<file path="src/rtl/iter_div_pkg.sv">
// Shared widths and FSM encoding for the iterative multiply-add / divide blocks.
package iter_div_pkg;

    localparam int unsigned QW     = 6;   // quotient / multiplier width
    localparam int unsigned BW     = 4;   // divisor / multiplicand width
    localparam int unsigned PW     = 10;  // product / dividend width
    localparam int unsigned N_ITER = 6;   // one iteration per multiplier bit
    localparam int unsigned CW     = 3;   // iteration counter width

    typedef enum logic [1:0] {
        IDLE = 2'd0,
        ITER = 2'd1,
        DONE = 2'd2
    } state_e;

endpackage

</file>
<file path="src/rtl/iter_mul_add.sv">
// Iterative shift-add multiplier computing P = Q*B + R, one multiplier bit per clock.
// Optional remainder check (R >= B flags err) enabled by macro ITER_MUL_ADD_RCHK_EN.
module iter_mul_add
    import iter_div_pkg::*;
(
    input  logic          clk,
    input  logic          reset,
    input  logic [QW-1:0] Q,
    input  logic [BW-1:0] B,
    input  logic [BW-1:0] R,
    input  logic          E,
    output logic [PW-1:0] P,
    output logic          done,
    output logic          busy,
    output logic          err
);

    state_e        state_q,  state_d;
    logic [PW-1:0] acc_q,    acc_d;
    logic [BW-1:0] mcand_q,  mcand_d;
    logic [QW-1:0] mplier_q, mplier_d;
    logic [CW-1:0] cnt_q,    cnt_d;
    logic [PW-1:0] p_q,      p_d;
    logic          done_q,   done_d;
    logic          busy_q,   busy_d;
`ifdef ITER_MUL_ADD_RCHK_EN
    logic          err_q,    err_d;
`endif

    // State and datapath registers; reset aborts any run and clears everything.
    always_ff @(posedge clk or negedge reset) begin
        if (!reset) begin
            state_q  <= IDLE;
            acc_q    <= '0;
            mcand_q  <= '0;
            mplier_q <= '0;
            cnt_q    <= '0;
            p_q      <= '0;
            done_q   <= 1'b0;
            busy_q   <= 1'b0;
`ifdef ITER_MUL_ADD_RCHK_EN
            err_q    <= 1'b0;
`endif
        end else begin
            state_q  <= state_d;
            acc_q    <= acc_d;
            mcand_q  <= mcand_d;
            mplier_q <= mplier_d;
            cnt_q    <= cnt_d;
            p_q      <= p_d;
            done_q   <= done_d;
            busy_q   <= busy_d;
`ifdef ITER_MUL_ADD_RCHK_EN
            err_q    <= err_d;
`endif
        end
    end

    // Next-state and datapath: capture on E, add shifted multiplicand per set bit, publish in DONE.
    always_comb begin
        state_d  = state_q;
        acc_d    = acc_q;
        mcand_d  = mcand_q;
        mplier_d = mplier_q;
        cnt_d    = cnt_q;
        p_d      = p_q;
        done_d   = done_q;
        busy_d   = busy_q;
`ifdef ITER_MUL_ADD_RCHK_EN
        err_d    = err_q;
`endif
        case (state_q)
            IDLE: begin
                if (E) begin
                    acc_d    = PW'(R);
                    mcand_d  = B;
                    mplier_d = Q;
                    cnt_d    = '0;
                    busy_d   = 1'b1;
                    done_d   = 1'b0;
`ifdef ITER_MUL_ADD_RCHK_EN
                    err_d    = (R >= B);
`endif
                    state_d  = ITER;
                end
            end
            ITER: begin
                if (mplier_q[cnt_q]) begin
                    acc_d = acc_q + (PW'(mcand_q) << cnt_q);
                end
                cnt_d = cnt_q + CW'(1);
                if (cnt_q == CW'(N_ITER - 1)) begin
                    p_d     = acc_d;
                    busy_d  = 1'b0;
                    done_d  = 1'b1;
                    state_d = DONE;
                end
            end
            DONE: begin
                // Level handshake: stay until E drops so a held E cannot restart.
                if (!E) begin
                    done_d  = 1'b0;
                    state_d = IDLE;
                end
            end
            default: begin
                busy_d  = 1'b0;
                done_d  = 1'b0;
                state_d = IDLE;
            end
        endcase
    end

    assign P    = p_q;
    assign done = done_q;
    assign busy = busy_q;
`ifdef ITER_MUL_ADD_RCHK_EN
    assign err  = err_q;
`else
    assign err  = 1'b0;
`endif

endmodule
</file>
<file path="config.mk">
export PLATFORM = sky130hd
export DESIGN_NAME = iter_mul_add
export DESIGN_NICKNAME = d
export VERILOG_FILES = /design/src/rtl/iter_div_pkg.sv /design/src/rtl/iter_mul_add.sv
export SDC_FILE = /design/constraint.sdc
export NUM_CORES = 1
export LEC_CHECK = 0
export CAP_MARGIN = 20
export CORE_ASPECT_RATIO = 0.5
export CORE_MARGIN = 2
export CORE_UTILIZATION = 32
export DETAILED_ROUTE_END_ITERATION = 10
export PLACE_DENSITY = 0.53
export SLEW_MARGIN = 10
export SYNTH_ARGS = -nofsm -noshare
export SYNTH_HDL_FRONTEND = slang
export SYNTH_SLANG_ARGS = --single-unit
</file>
<file path="constraint.sdc">
create_clock -name clk -period 3.3 [get_ports clk]
set_clock_uncertainty 0.05 [all_clocks]
set_input_delay 0.825 -clock clk [delete_from_list [all_inputs] [get_ports clk]]
set_output_delay 0.825 -clock clk [all_outputs]
set_load 0.005 [all_outputs]
</file>
Fig. 1: port wiring
Scale: 4 px per um.
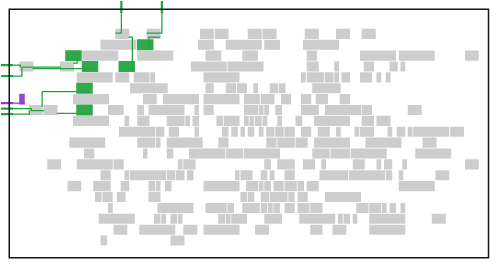
Key: purple = `err` [bits 1, direction output, end cells 1, wire 3.20 um]; green = `Q` [bits 6, direction input, end cells 6, wire 103 um]

Fig. 2: placed cells, one colour a class
Scale: 3 px per um.
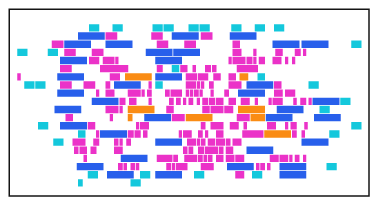
Key: blue = sequential cells [cells 36, share of their area 36%]; magenta = remaining logic cells [cells 165, share of their area 46%]; orange = clock drivers and dummy loads [cells 8, share of their area 6.0%]; cyan = remaining buffers and delay cells [cells 32, share of their area 12%]

==> reports/metrics.csv <==
metric,value,unit
hp-class,reg -> reg,
synth_warnings,0,
p_leak,1.19,nW
grt_pass1_vias,1543,
ys_ff,36,
use_met1,0.200,
yosysCellCount,211,
comb_area,1170,um^2
synth.logic.top_family,AND-OR/OR-AND gates,
timing.fmax,342,MHz
r2r_slack,0.38,ns
cp-start-kind,flip-flop,
synth-async-reset-ratio,1.00,
ir_drop,0.373,mV
cap_violations,0,
yosysSeqAreaShare,0.423,
viasPerCell,5.08,
busiest_layer,met2,
grt_use_met2,0.213,
syn_area,2130,um^2
clock_sinks,36,
tns,0,ns
final_cell_mix,"36 x dfrtp_1, 29 x nand2_1, 27 x clkdlybuf4s50_1",
switching_share,0.419,
post-route-drc-count,0,
min-delay-start,P[9],
status,"complete, no violations",
min_period_over_period,0.885,
worstPathRequired,3.42,ns
die_w,119,um
grt_overflow_total,0,
xor_share,0.0329,
post_cts_resized,0,
floorplan.nets,240,
crit_family,AND-OR/OR-AND gates,
holdWs,0.431,ns
drive_above_1_share,0.154,
clk_latency,0.28,ns
worst-slew-pin-transition,0.839,ns
clockRootBuffer,clkbuf_16,
cp.arrival,3.04,ns
layout_min_cycle_time,2.92,ns
diodes,0,
placed_cells,321,
port-buffer-count,28,
final_area,2650,um^2
instances_no_fill,329,
fp-utilization,0.341,
top_cell_area_share,0.423,
crit_buf_inv,0,
power.internal,0.00176,W
clk_pin_slew_worst_paths,0.06,ns
wirelength,4700,um
clk_path_buf_depth,2,
worstSetupEndpointType,flip-flop,
r2r-start,cnt_q[0],
top_cells_by_count,"36 x dfrtp_1, 29 x nand2_1, 14 x mux2_2, 14 x o21ai_0, 13 x nor2_1",
crit_start,cnt_q[0],
cp_slowest_cell,a2111oi_0,
die-area,7370,um^2
power_density,1150,nW/um^2
synth-simple-area-share,0.140,
cts_tree,built,
edf_count,0,
finalWorstSetupSlack,0.379,ns
grt_use_total,0.140,
max_stage_delay,0.47,ns
gp_congestion,0.801,
hold_buffers,0,
utilization,0.423,
crit_chain,mux2i_1 -> nor3_1 -> fa_1 -> a21o_1 -> a21o_1 -> a2111oi_0 -> o21bai_1 -> xor2_1 -> a31o_2,
fin_nets,269,
antenna_found_initial,0,
ant_nets,0,
vias,1671,
nFillCells,629,
ff_type,dfrtp_1,
die_h,61.7,um
flop_area,901,um^2
hold-path-cell-count,2,
setup_violations,0,
synthAdderAreaFrac,0.0739,
path_depth,9,
endpoint,P[8],
seqPwrFrac,0.268,
hold_violations,0,
cts_setup_buffers,0,
place_ws,0.447,ns
rsz0062_at_grt,false,
Fig. 3: routed clock nets over the placement
Scale: 3 px per um.
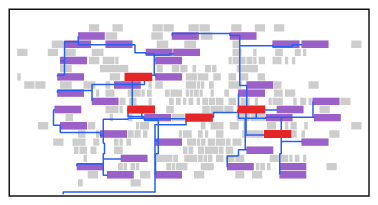
Key: purple = flip-flops [count 36]; blue = clock wires [length 529 um]; red = clock-net drivers [count 5]
There are 6 routed clock nets. Position of the flops: all over the die.

Fig. 4: sequential cells grouped by signal name
Scale: 3 px per um. Other sequential cells in the stronger grey, the rest of the logic in the fainter grey.
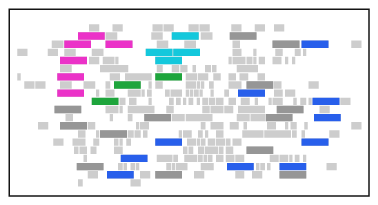
Key: cyan = `mcand_q` [sequential cells 4, where top centre]; magenta = `mplier_q` [sequential cells 6, where upper left]; green = `cnt_q` [sequential cells 3]; blue = `P` [sequential cells 10]
Another 13 sequential cells are not coloured.

[final cells by class]
cell class                 instances  area share
clock buffer                       6      0.0525
tap                               88      0.0416
timing repair buffer              32       0.115
sequential                        36       0.340
clock inverter                     2     0.00520
inverter                           3     0.00425
multi-input combinational        162       0.441
[per-layer routing]
layer  part of all wire  vias up  wire [um]
met5                  0        -          0
met3              0.050        4        236
li1                   -      821          -
met1               0.53      805       2490
met2               0.41       41       1940
met4             0.0064        0         30
[power groups by stage]
stage                     Combinational [W]  Clock [W]  Sequential [W]
final                               0.00173   0.000486        0.000812
after CTS                           0.00175   0.000498        0.000816
after global placement              0.00172          0        0.000815
after global routing                0.00192   0.000520        0.000846
after detailed placement            0.00173          0        0.000823
after floorplan                     0.00132          0        0.000767
Power is estimated from default activity; no workload was simulated.
